[config.mk]
export PLATFORM = sky130hd
export DESIGN_NAME = decode_modrm_collector
export DESIGN_NICKNAME = d
export VERILOG_FILES = /design/src/rtl/decode_modrm_collector.sv
export SDC_FILE = /design/constraint.sdc
export NUM_CORES = 1
export LEC_CHECK = 0
export ABC_AREA = 1
export CAP_MARGIN = 20
export CORE_AREA = 8 8 102 104
export CTS_CLUSTER_DIAMETER = 60
export DETAILED_ROUTE_END_ITERATION = 10
export DIE_AREA = 0 0 110 112
export PLACE_DENSITY = 0.75
export REMOVE_ABC_BUFFERS = 1
export SETUP_SLACK_MARGIN = 0.2
export SLEW_MARGIN = 0
export SYNTH_ARGS = -nofsm -noshare
export SYNTH_HDL_FRONTEND = slang
export SYNTH_SLANG_ARGS = --single-unit
[constraint.sdc]
create_clock -name clk -period 1.9 [get_ports clk]
set_input_delay 0.57 -clock clk [delete_from_list [all_inputs] [get_ports clk]]
set_output_delay 0.57 -clock clk [all_outputs]
set_load 0.01 [all_outputs]
[src/rtl/decode_modrm_collector.sv]
// Collects opcode, ModR/M, SIB and displacement bytes into one record.
// Record is held until consumed; flush and reset abandon partial work.
module decode_modrm_collector #(
    parameter bit ADDRESS_SIZE_32 = 1'b1
) (
    input  logic        clk,
    input  logic        reset_n,
    input  logic        flush,
    input  logic        byte_valid,
    input  logic [7:0]  byte_data,
    output logic        byte_ready,
    output logic        out_valid,
    input  logic        out_ready,
    output logic [7:0]  opcode,
    output logic        w_in_instruction,
    output logic        w,
    output logic [2:0]  register_sequence_code,
    output logic        has_modrm,
    output logic [1:0]  mod,
    output logic [2:0]  rm,
    output logic        has_sib,
    output logic [7:0]  sib,
    output logic [31:0] disp,
    output logic [1:0]  disp_size,
    output logic        illegal
);

    typedef enum logic [2:0] {
        S_OPCODE,
        S_MODRM,
        S_SIB,
        S_DISP,
        S_OUT
    } state_t;

    typedef struct packed {
        logic [7:0]  opcode;
        logic        w_in;
        logic        w;
        logic [2:0]  rsc;
        logic        has_modrm;
        logic [1:0]  mod;
        logic [2:0]  rm;
        logic        has_sib;
        logic [7:0]  sib;
        logic [31:0] disp;
        logic [1:0]  disp_size;
        logic        illegal;
    } rec_t;

    state_t     state_q, state_d;
    logic [1:0] cnt_q, cnt_d;
    rec_t       rec_q, rec_d;

    logic       take;
    logic       op_modrm;
    logic       op_reg;
    logic [1:0] ds_modrm;
    logic [1:0] ds_sib;
    logic       disp_last;

    // Displacement size encoding for a given mod and rm (or SIB base).
    function automatic logic [1:0] dsz(input logic [1:0] m,
                                       input logic [2:0] r);
        logic [1:0] s;
        s = 2'd0;
        if (ADDRESS_SIZE_32) begin
            if (m == 2'd1)                     s = 2'd1;
            else if (m == 2'd2)                s = 2'd3;
            else if (m == 2'd0 && r == 3'd5)   s = 2'd3;
        end else begin
            if (m == 2'd1)                     s = 2'd1;
            else if (m == 2'd2)                s = 2'd2;
            else if (m == 2'd0 && r == 3'd6)   s = 2'd2;
        end
        return s;
    endfunction

    assign byte_ready             = (state_q != S_OUT);
    assign out_valid              = (state_q == S_OUT);
    assign opcode                 = rec_q.opcode;
    assign w_in_instruction       = rec_q.w_in;
    assign w                      = rec_q.w;
    assign register_sequence_code = rec_q.rsc;
    assign has_modrm              = rec_q.has_modrm;
    assign mod                    = rec_q.mod;
    assign rm                     = rec_q.rm;
    assign has_sib                = rec_q.has_sib;
    assign sib                    = rec_q.sib;
    assign disp                   = rec_q.disp;
    assign disp_size              = rec_q.disp_size;
    assign illegal                = rec_q.illegal;

    // Next-state, byte assembly and record field updates.
    always_comb begin
        state_d   = state_q;
        cnt_d     = cnt_q;
        rec_d     = rec_q;
        take      = byte_valid && byte_ready;
        op_modrm  = (byte_data < 8'h40 && !byte_data[2]) ||
                    (byte_data[7:2] == 6'b100010);
        op_reg    = (byte_data[7:5] == 3'b010);
        ds_modrm  = dsz(byte_data[7:6], byte_data[2:0]);
        ds_sib    = dsz(rec_q.mod, byte_data[2:0]);
        disp_last = (rec_q.disp_size == 2'd1) ||
                    (rec_q.disp_size == 2'd2 && cnt_q == 2'd1) ||
                    (rec_q.disp_size == 2'd3 && cnt_q == 2'd3);
        case (state_q)
            S_OPCODE: if (take) begin
                rec_d        = '0;
                rec_d.opcode = byte_data;
                if (op_modrm) begin
                    rec_d.has_modrm = 1'b1;
                    rec_d.w_in      = 1'b1;
                    rec_d.w         = byte_data[0];
                    state_d         = S_MODRM;
                end else if (op_reg) begin
                    rec_d.rsc = byte_data[2:0];
                    state_d   = S_OUT;
                end else begin
                    rec_d.illegal = 1'b1;
                    state_d       = S_OUT;
                end
            end
            S_MODRM: if (take) begin
                rec_d.rsc = byte_data[5:3];
                rec_d.mod = byte_data[7:6];
                rec_d.rm  = byte_data[2:0];
                cnt_d     = 2'd0;
                if (ADDRESS_SIZE_32 && byte_data[7:6] != 2'd3 &&
                    byte_data[2:0] == 3'd4) begin
                    rec_d.has_sib = 1'b1;
                    state_d       = S_SIB;
                end else begin
                    rec_d.disp_size = ds_modrm;
                    state_d = (ds_modrm == 2'd0) ? S_OUT : S_DISP;
                end
            end
            S_SIB: if (take) begin
                rec_d.sib       = byte_data;
                rec_d.disp_size = ds_sib;
                cnt_d           = 2'd0;
                state_d = (ds_sib == 2'd0) ? S_OUT : S_DISP;
            end
            S_DISP: if (take) begin
                cnt_d = cnt_q + 2'd1;
                case (rec_q.disp_size)
                    2'd1: rec_d.disp = {{24{byte_data[7]}}, byte_data};
                    2'd2: begin
                        if (cnt_q == 2'd0)
                            rec_d.disp[7:0] = byte_data;
                        else
                            rec_d.disp = {{16{byte_data[7]}}, byte_data,
                                          rec_q.disp[7:0]};
                    end
                    default: rec_d.disp[{cnt_q, 3'b000} +: 8] = byte_data;
                endcase
                if (disp_last)
                    state_d = S_OUT;
            end
            S_OUT: if (out_ready) begin
                rec_d   = '0;
                state_d = S_OPCODE;
            end
            default: state_d = S_OPCODE;
        endcase
        if (flush) begin
            state_d = S_OPCODE;
            cnt_d   = 2'd0;
            rec_d   = '0;
        end
    end

    // State, byte counter and record registers.
    always_ff @(posedge clk or negedge reset_n) begin
        if (!reset_n) begin
            state_q <= S_OPCODE;
            cnt_q   <= 2'd0;
            rec_q   <= '0;
        end else begin
            state_q <= state_d;
            cnt_q   <= cnt_d;
            rec_q   <= rec_d;
        end
    end

endmodule

util_map.png
The die is cut into 11 by 11 equal tiles; white is low, dark blue is high, 0 to 100% covered.
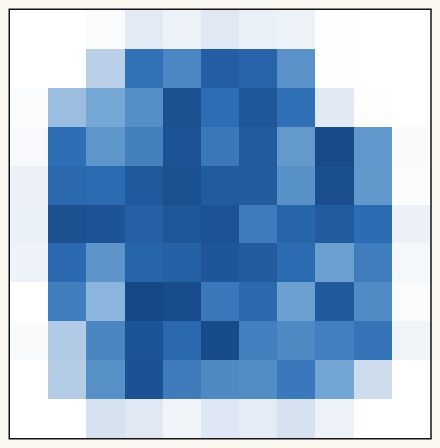
mean over tiles: 46%
fullest tile: 90%
nearly empty tiles: 17%
tiles over 75% full: 31%
emptiest ninth of the die: top right
densest ninth of the die: middle
total core area: 8890 µm²
Core Util, Final: 65.6%
effective utilization at floorplan: 45.0%

sizing.png
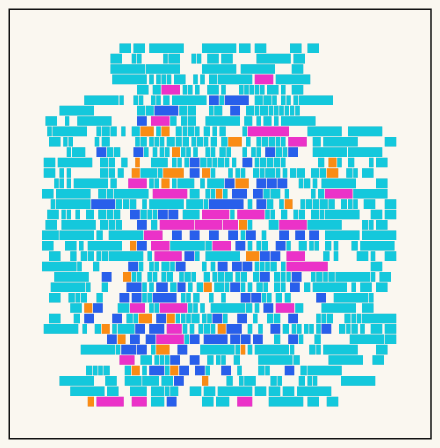
legend:
  magenta:
    size: x6 and larger
    cells: 29
  orange:
    size: x2
    cells: 31
  cyan:
    size: x1 and smaller
    cells: 554
  blue:
    size: x3 and x4
    cells: 92
design area: 5840 µm²
Non-clock buffers: 164
Area growth syn-to-layout: 46.0%
Final WS setup: 98.5 ps

placed.png
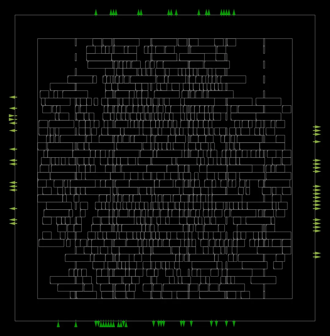
sequential cell area share: 28.7%
FP Rows: 35
post-route insts no fill: 817

==> Slide: Implementation Results <==
Physical Implementation Snapshot

Synthesis
  • Xor/xnor share: 0%
  • Adder share: 2.50%
  • Yosys Warn Count: 0
  • # Cells Yosys: 555
  • EDFF count, synth: 0
  • Commonest cells in the netlist: nand2_1, dfrtp_1, nand3_1, nor2_1, o21ai_0
  • Syn avg cell area: 7.20 µm²
  • Synthesized registers: 67
  • Logic family by area: simple AND/OR/NAND/NOR gates
  • Simple-gate area share of the yosys netlist: 37.7%
  • Mux area share: 0%
  • Top-count cell post-synth: nand2_1
  • Mapped Cells: 555
  • Post-synth cell types: 29
  • Yosys top cell area share: 41.9%
  • Aoi share: 10.6%
  • Top cells, area: dfrtp_1, nand2_1, nand4_1, nand3_1, o21ai_0
  • Area leader, netlist: dfrtp_1
  • Cell Area, Synth: 4000 µm²
  • Seq share, synth: 41.9%
  • Post-synth top flop: dfrtp_1
  • Asr flop ratio synth: 100%
  • Yosys stat chip area: 4000 µm²

STA
  • Highest Clock Rate: 0.555 GHz
  • Minimum clock period after layout: 1800 ps
  • Worst hold margin: 199 ps
  • Slew headroom: 75.1%
  • Endpoints failing hold: 0
  • Setup Viol. Count Final: 0
  • Setup_tns: 0 ps
  • Worst slew pin tran: 373 ps
  • RSZ-0062 raised after global routing: yes
  • Final cycle utilization of the critical path: 94.8%
  • Worst clock skew: 14.5 ps
  • Final Max Tran Viols: 0

Finish
  • Area occupied by registers: 1680 µm²
  • Final nets: 722
  • Largest cell class: multi-input combinational cells
  • Multi-input combinational area share: 37.3%
  • Nonclk inv count: 36
  • Clk cell area share: 3.88%
  • Comb_multi_in: 423
  • Flop count: 67
  • Top cell excl fill/tap: nand2_1
  • Filler cells: 756
  • Ant diodes: 0
  • Gate Area: 2180 µm²
  • Fraction of layout cells with a size suffix above 1: 21.5%
  • Buffering overhead: 25.2%
  • Clock buffer count: 10
  • Most numerous logic cells after layout: nand2_1, buf_4, dfrtp_1, dlygate4sd2_1, nand3_1

Setup path
  • Worst Path Arrival: 1230 ps
  • Crit path capture type: output pin
  • CP max FO: 3
  • Critical Path Source Type: register
  • Crit path DRT: 1330 ps
  • Critical Setup Path Class: reg -> out

Die
  • Die Height: 112 µm
  • Die Wd: 110 µm
  • Tap cells: 111
  • I/O pin cnt: 78
  • Die area: 12,300 µm²

Power and ir drop
  • Largest power group: registers
  • Overall Power: 4.39 mW
  • Internal: 2.94 mW
  • VDD IR max: 0.437 mV
  • Power per Cell Area: 752 nW/µm²
  • Lkg Pwr: 3.14 nW
  • Comb pwr share: 33.2%
  • Sequential power share: 36.0%
  • Sw Ratio: 33.1%
  • Clock-net power: 1.35 mW
  • NetSw: 1.45 mW
  • Seq. pwr: 1.58 mW
  • Clock share of power: 30.9%
  • Comb power: 1.46 mW

Place
  • Placed cell count: 784
  • Routability cong.: 0.958
  • Worst slack, placed: -356 ps
  • Final HPWL DP: 8970 µm
  • IO Port Bufs: 77
  • Post-DP Area: 5340 µm²

Detailed routing
  • WL met2: 5910 µm
  • Top layer in use: met4
  • DR vias/cell: 5.37
  • DRC: 0
  • DR pass1 iterations: 5
  • Met1 Routed Length: 5590 µm
  • Routed Antenna Nets: 0
  • Vias: 4,384
  • Met3 WL: 911 µm
  • 1st-iter DRT viols: 342
  • Wire per inst: 15.6 µm
  • Total Wirelength: 12,800 µm

GRT
  • Remaining Overflow, GRT: 0
  • GR Util met2: 32.1%
  • Met1 Use GR: 26.1%
  • Initial antenna violation count: 0
  • Largest net degree at the start of global routing: 68
  • Tot GR Track Use: 20.4%
  • Busiest grt layer: met2
  • Vias in the first global route: 4,289
  • Met3 Usage GRT: 4.39%
  • First-pass GRT wire length: 20,300 µm

Clocking
  • Post-CTS resize count: 91
  • CTS Root Cell: clkbuf_8
  • Depth of the CTS H-tree: 3
  • Clk_lat worst skew: 350 ps
  • Hold buffer count at CTS: 0
  • Clock slew at reported path FFs: 80 ps
  • CTS sink cnt: 67
  • Largest buffer count on any clock path: 2
  • CTS tree: done
  • Post-CTS Setup Bufs: 5
  • CTS buffer count: 9

Job
  • Max cap viols: 0
  • Tool warnings: 33

Hold path
  • Hold Path Class: in -> async

Status
  • Status: finished clean
sequential cells by signal, summed over array words and instances (netlist names), 3 cells and up:
signal	cells
disp	32
opcode	8
sib	8
register_sequence_code	3
state_q	3
rm	3
critical path, stage by stage (launching register included):
cell,delay (ps)
dfrtp_1,420
nor2_4,150
nand2_4,80
buf_6,130
buf_6,110
path summary, 6_finish.rpt:
path                       startpoint          to  slack, ps  cells after the start
setup reg to reg           state_q[1]    disp[10]        190                     10
hold / removal                reset_n      sib[7]        200                      2
min in group clk             disp[29]    disp[29]        470                      2
setup / recovery           state_q[1]  byte_ready        100                      4
max in group asynchronous     reset_n    disp[10]       1360                      2
hold reg to reg              disp[29]    disp[29]        470                      2
No activity file was given, so power comes from the tool's default toggle rates.
